logic_types.png
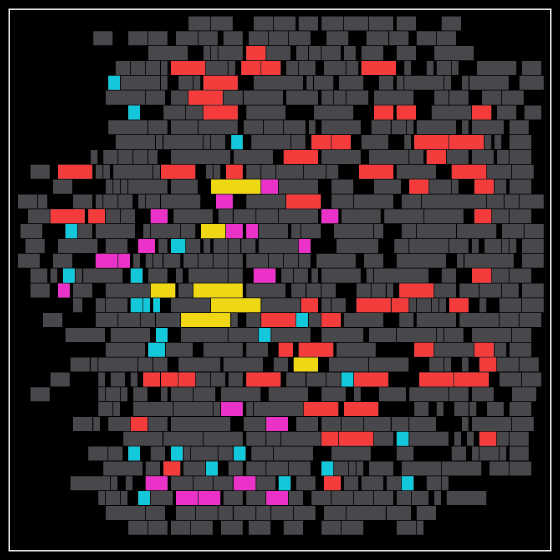
flops_by_reg.png
Bar = 20 µm. Other sequential cells in the stronger gray, the rest of the logic in the fainter gray.
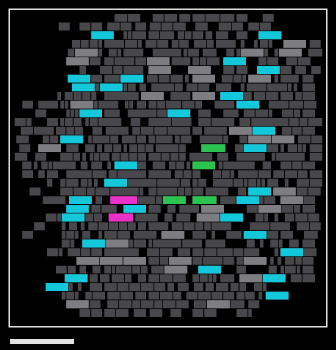
layer_met2.png
Bar = 20 µm.
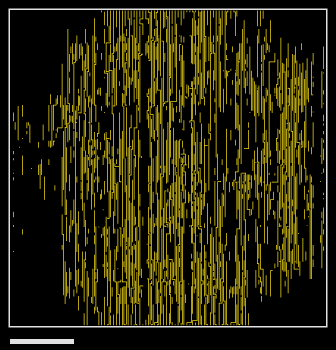
layer_met3.png
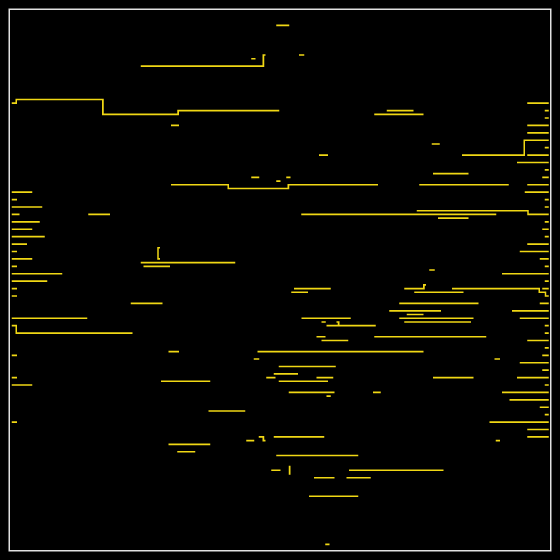
congestion.png
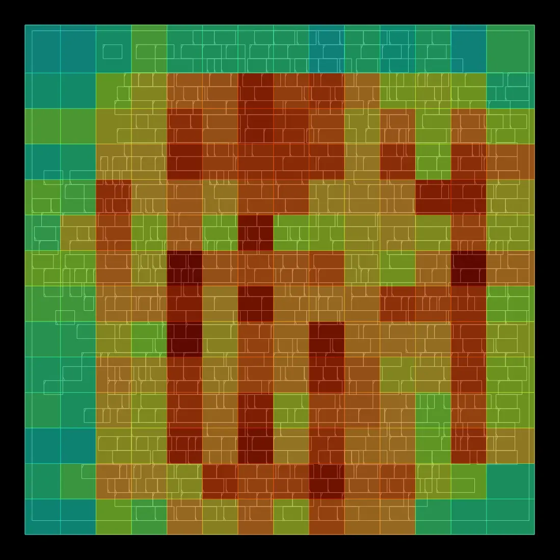
[src/rtl/hash_pkg.sv]
// Shared definitions for the hash round controller and its round datapath:
// state codes, the 4-byte chaining-state type and byte/word packing helpers.
package hash_pkg;

  typedef enum logic [2:0] {
    ST_IDLE       = 3'd0,
    ST_CALC_SA    = 3'd1,
    ST_CALC_ROUND = 3'd2,
    ST_DONE       = 3'd3
  } hash_state_e;

  // Four bytes, index 0..3; byte i of a 32-bit word lives in bits [8*i+7:8*i].
  typedef logic [0:3][7:0] hword_t;

  localparam logic [31:0] IV_DEFAULT = 32'h6A09_E667;

  function automatic hword_t word_to_hw(input logic [31:0] w);
    hword_t h;
    for (int i = 0; i < 4; i++) h[i] = w[8*i +: 8];
    return h;
  endfunction

  function automatic logic [31:0] hw_to_word(input hword_t h);
    logic [31:0] w;
    for (int i = 0; i < 4; i++) w[8*i +: 8] = h[i];
    return w;
  endfunction

endpackage

[src/rtl/hash_round_ctrl.sv]
// Sequencer for the external hash round datapath: owns the chaining state H.
// Optional macro HASH_ROUND_CTRL_PERF_CNT_EN adds the perf_rounds counter.
module hash_round_ctrl
  import hash_pkg::*;
#(
  parameter int unsigned NUM_ROUNDS = 4,
  parameter logic [31:0] IV_INIT    = IV_DEFAULT
) (
  input  logic        clk,
  input  logic        rst_n,
  input  logic        msg_valid,
  output logic        msg_ready,
  input  logic [31:0] msg_word,
  input  logic        msg_last,
  output logic [2:0]  round_state,
  output hword_t      round_h_in,
  output hword_t      round_iv,
  input  hword_t      round_h_out,
  output logic        digest_valid,
  input  logic        digest_ready,
  output logic [31:0] digest,
  output logic        busy
`ifdef HASH_ROUND_CTRL_PERF_CNT_EN
  ,
  output logic [31:0] perf_rounds
`endif
);

  localparam logic [2:0] S_IDLE       = ST_IDLE;
  localparam logic [2:0] S_CALC_SA    = ST_CALC_SA;
  localparam logic [2:0] S_CALC_ROUND = ST_CALC_ROUND;
  localparam logic [2:0] S_DONE       = ST_DONE;
  localparam logic [3:0] LAST_RND     = 4'(NUM_ROUNDS - 1);

  logic [2:0] r_state;
  hword_t     r_h;
  hword_t     r_w;
  logic [3:0] r_rnd_cnt;
  logic       r_last;
  hword_t     w_iv_round;

  assign w_iv_round = word_to_hw(IV_INIT) ^ {4{{4'b0000, r_rnd_cnt}}};

  always_ff @(posedge clk) begin
    if (!rst_n) begin
      r_state   <= S_IDLE;
      r_h       <= word_to_hw(IV_INIT);
      r_w       <= '0;
      r_rnd_cnt <= '0;
      r_last    <= 1'b0;
    end else begin
      case (r_state)
        S_IDLE: begin
          if (msg_valid) begin
            r_w     <= word_to_hw(msg_word);
            r_last  <= msg_last;
            r_state <= S_CALC_SA;
          end
        end
        S_CALC_SA: begin
          r_h       <= round_h_out;
          r_rnd_cnt <= '0;
          r_state   <= S_CALC_ROUND;
        end
        S_CALC_ROUND: begin
          r_h       <= round_h_out;
          r_rnd_cnt <= r_rnd_cnt + 4'd1;
          if (r_rnd_cnt == LAST_RND) r_state <= r_last ? S_DONE : S_IDLE;
        end
        S_DONE: begin
          if (digest_ready) begin
            r_h     <= word_to_hw(IV_INIT);
            r_state <= S_IDLE;
          end
        end
        default: r_state <= S_IDLE;
      endcase
    end
  end

  // Outputs decode the registered state only; rst_n gating keeps msg_ready low while reset is held.
  always_comb begin
    round_state  = S_IDLE;
    round_h_in   = '0;
    round_iv     = '0;
    msg_ready    = 1'b0;
    digest_valid = 1'b0;
    busy         = 1'b1;
    case (r_state)
      S_IDLE: begin
        msg_ready = rst_n;
        busy      = 1'b0;
      end
      S_CALC_SA: begin
        round_state = S_CALC_SA;
        round_h_in  = r_w;
        round_iv    = r_h;
      end
      S_CALC_ROUND: begin
        round_state = S_CALC_ROUND;
        round_h_in  = r_h;
        round_iv    = w_iv_round;
      end
      S_DONE: begin
        round_state  = S_DONE;
        digest_valid = 1'b1;
      end
      default: busy = 1'b1;
    endcase
  end

  assign digest = hw_to_word(r_h);

`ifdef HASH_ROUND_CTRL_PERF_CNT_EN
  logic [31:0] r_perf_rounds;

  always_ff @(posedge clk) begin
    if (!rst_n) begin
      r_perf_rounds <= '0;
    end else if ((r_state == S_CALC_SA || r_state == S_CALC_ROUND) &&
                 (r_perf_rounds != 32'hFFFF_FFFF)) begin
      r_perf_rounds <= r_perf_rounds + 32'd1;
    end
  end

  assign perf_rounds = r_perf_rounds;
`endif

endmodule
[config.mk]
export PLATFORM = sky130hd
export DESIGN_NAME = hash_round_ctrl
export DESIGN_NICKNAME = d
export VERILOG_FILES = /design/src/rtl/hash_pkg.sv /design/src/rtl/hash_round_ctrl.sv
export SDC_FILE = /design/constraint.sdc
export NUM_CORES = 1
export LEC_CHECK = 0
export CAP_MARGIN = 10
export CORE_UTILIZATION = 36
export CTS_CLUSTER_DIAMETER = 50
export DETAILED_ROUTE_END_ITERATION = 6
export PLACE_DENSITY = 0.86
export SYNTH_ARGS = -nofsm -noshare
export SYNTH_HDL_FRONTEND = slang
export SYNTH_SLANG_ARGS = --single-unit
[constraint.sdc]
create_clock -name clk -period 1.8 [get_ports clk]
set_input_delay 0.36 -clock clk [delete_from_list [all_inputs] [get_ports clk]]
set_output_delay 0.36 -clock clk [all_outputs]
set_load 0.02 [all_outputs]
==> flow_summary.ini <==
; yosys + openroad results
[synthesis]
fp_nets = 464
aoi_share_pct = 29.5
edf_count = 0
adder_share_pct = 2.58
yosys_area_um2 = 3390
common_cells = nand2_1 (96), dfxtp_1 (71), a22o_1 (37)
muxShareOfSynthArea_pct = 0.886
yosysTopAreaCell = dfxtp_1
ys_warn_count = 0
top_logic_kind = AND-OR/OR-AND gates
synth_cell_types = 34
syn_area_um2 = 3390
flop_cell = dfxtp_1
ys_ff = 71
synth_top_area_share_pct = 41.9
async_flop_share_pct = 0
netlist_instances = 388
ys_seq_share_pct = 41.9
avgSynthCellArea_um2 = 8.74

[power]
clkPwrFrac_pct = 15.3
power.leakage_nw = 2.92
p_clk_mw = 1.45
vdd_drop_max_uv = 794
p_per_area_nw_per_um2 = 1430
p_seq_share_pct = 26.1
combPwrFrac_pct = 58.6
powerComb_mw = 5.55
p_seq_mw = 2.47
power.switching_fraction_pct = 40.4
power_mw = 9.47
p_int_mw = 5.64
p_switching_mw = 3.82

[critical_path]
critPathKind = reg2out
timing.critical_path.to = round_h_in[8]
reg2regPathDepth = 9
r2r_slack_ns = -0.02
crit_chain = inv_4 -> ha_4 -> and2_4 -> buf_4 -> buf_12 -> a22o_4 -> buf_6
endpoint_kind = primary output
cp.depth = 7
slowest_delay_ns = 0.37
crit_path_start = r_state[0]
critPathBufInv = 4
cp_top_family = buffers and inverters
cp_slowest_cell = dfxtp_4
crit_fanout = 11

[final_layout]
diodes = 1
fill_cells = 601
num-multi-input-gates = 278
logic_area_um2 = 2240
stdcell_count = 708
buffer_area_share_pct = 39.0
fin_nets = 667
comb_share_pct = 33.8
clock_buffers = 13
drive_gt1_share_pct = 37.2
clk_share_pct = 3.38
flop_area_um2 = 1430
lay_top_cells = clkdlybuf4s50_1 (81), nand2_1 (78), buf_6 (71)
final_layout_top_logic_cell = clkdlybuf4s50_1
flops = 71
largest_class = buffers

[status]
status = complete, but fails checks
violations = setup timing

[route]
wire_per_inst_um = 20.3
drc_errors = 0
antenna_left = 0
drt-pass1-iter-count = 5
met1_length_mm = 5.73

[floorplan]
fp_util_pct = 36.9
fp.dieW_um = 99.0
dieHeight_um = 99.0
rows = 35
core-area_um2 = 9200
taps = 111
die_area_um2 = 9810

[sta]
tns_ns = -22.00
finalClockPeriodUsage_pct = 124
fin_skew_ns = 0.00710
setup_viol = 76
fmax_mhz = 449
finalCriticalPeriod_ns = 2.23
slew_viol_final = 0
timing.final.ws_setup_ns = -0.428
fin_hold_ws_ns = 0.477
rsz0062_at_grt = true

[grt]
overflow = 0
grt_max_degree = 39
grt_util_met3_pct = 3.69
grt_pass1_vias = 3774
met2_usage_pct = 47.3
gr-usage-met1_pct = 32.3

[placement]
dp_cells = 666
io_buffer_count = 169
place.gp.congestion = 0.867
place_ws_ns = -0.488
dpl.hpwl_mm = 9.00

[cts]
holdBufCountCts = 0
path_clk_slew_ns = 0.07
cts_tree = done
post_cts_buffers = 5
cts_root_buffer = clkbuf_8
cts.path.max_buffers = 2

[flow_run]
openroad.warnings = 34

[min_path]
hold_path_startpoint = r_w[12]
holdPathEnd = r_w[12]
Back to the opening pictures, logic_types.png:
| family | color | cells |
|---|---|---|
| and/or cells | magenta | 19 |
| nor cells | cyan | 24 |
| non-inverting ao/oa cells | red | 56 |
| fa/ha/maj cells | yellow | 7 |

Back to the opening pictures, flops_by_reg.png:
| signal | color | placed flops |
|---|---|---|
| `r_w` | cyan | 32 |
| `r_rnd_cnt` | green | 4 |
| `r_state` | magenta | 2 |
not colored: 33

Back to the opening pictures, layer_met2.png:
share of all routed wire: 52%
wire length on this layer: 7490 µm
main direction: vertical

Back to the opening pictures, layer_met3.png:
share of all routed wire: 5.5%
longest straight run: 35.4 µm
nets with wire on the layer: 109

Back to the opening pictures, congestion.png:
gr busiest metal: met2
GRT Overall Usage: 26.7%
post-layout util: 72.1%

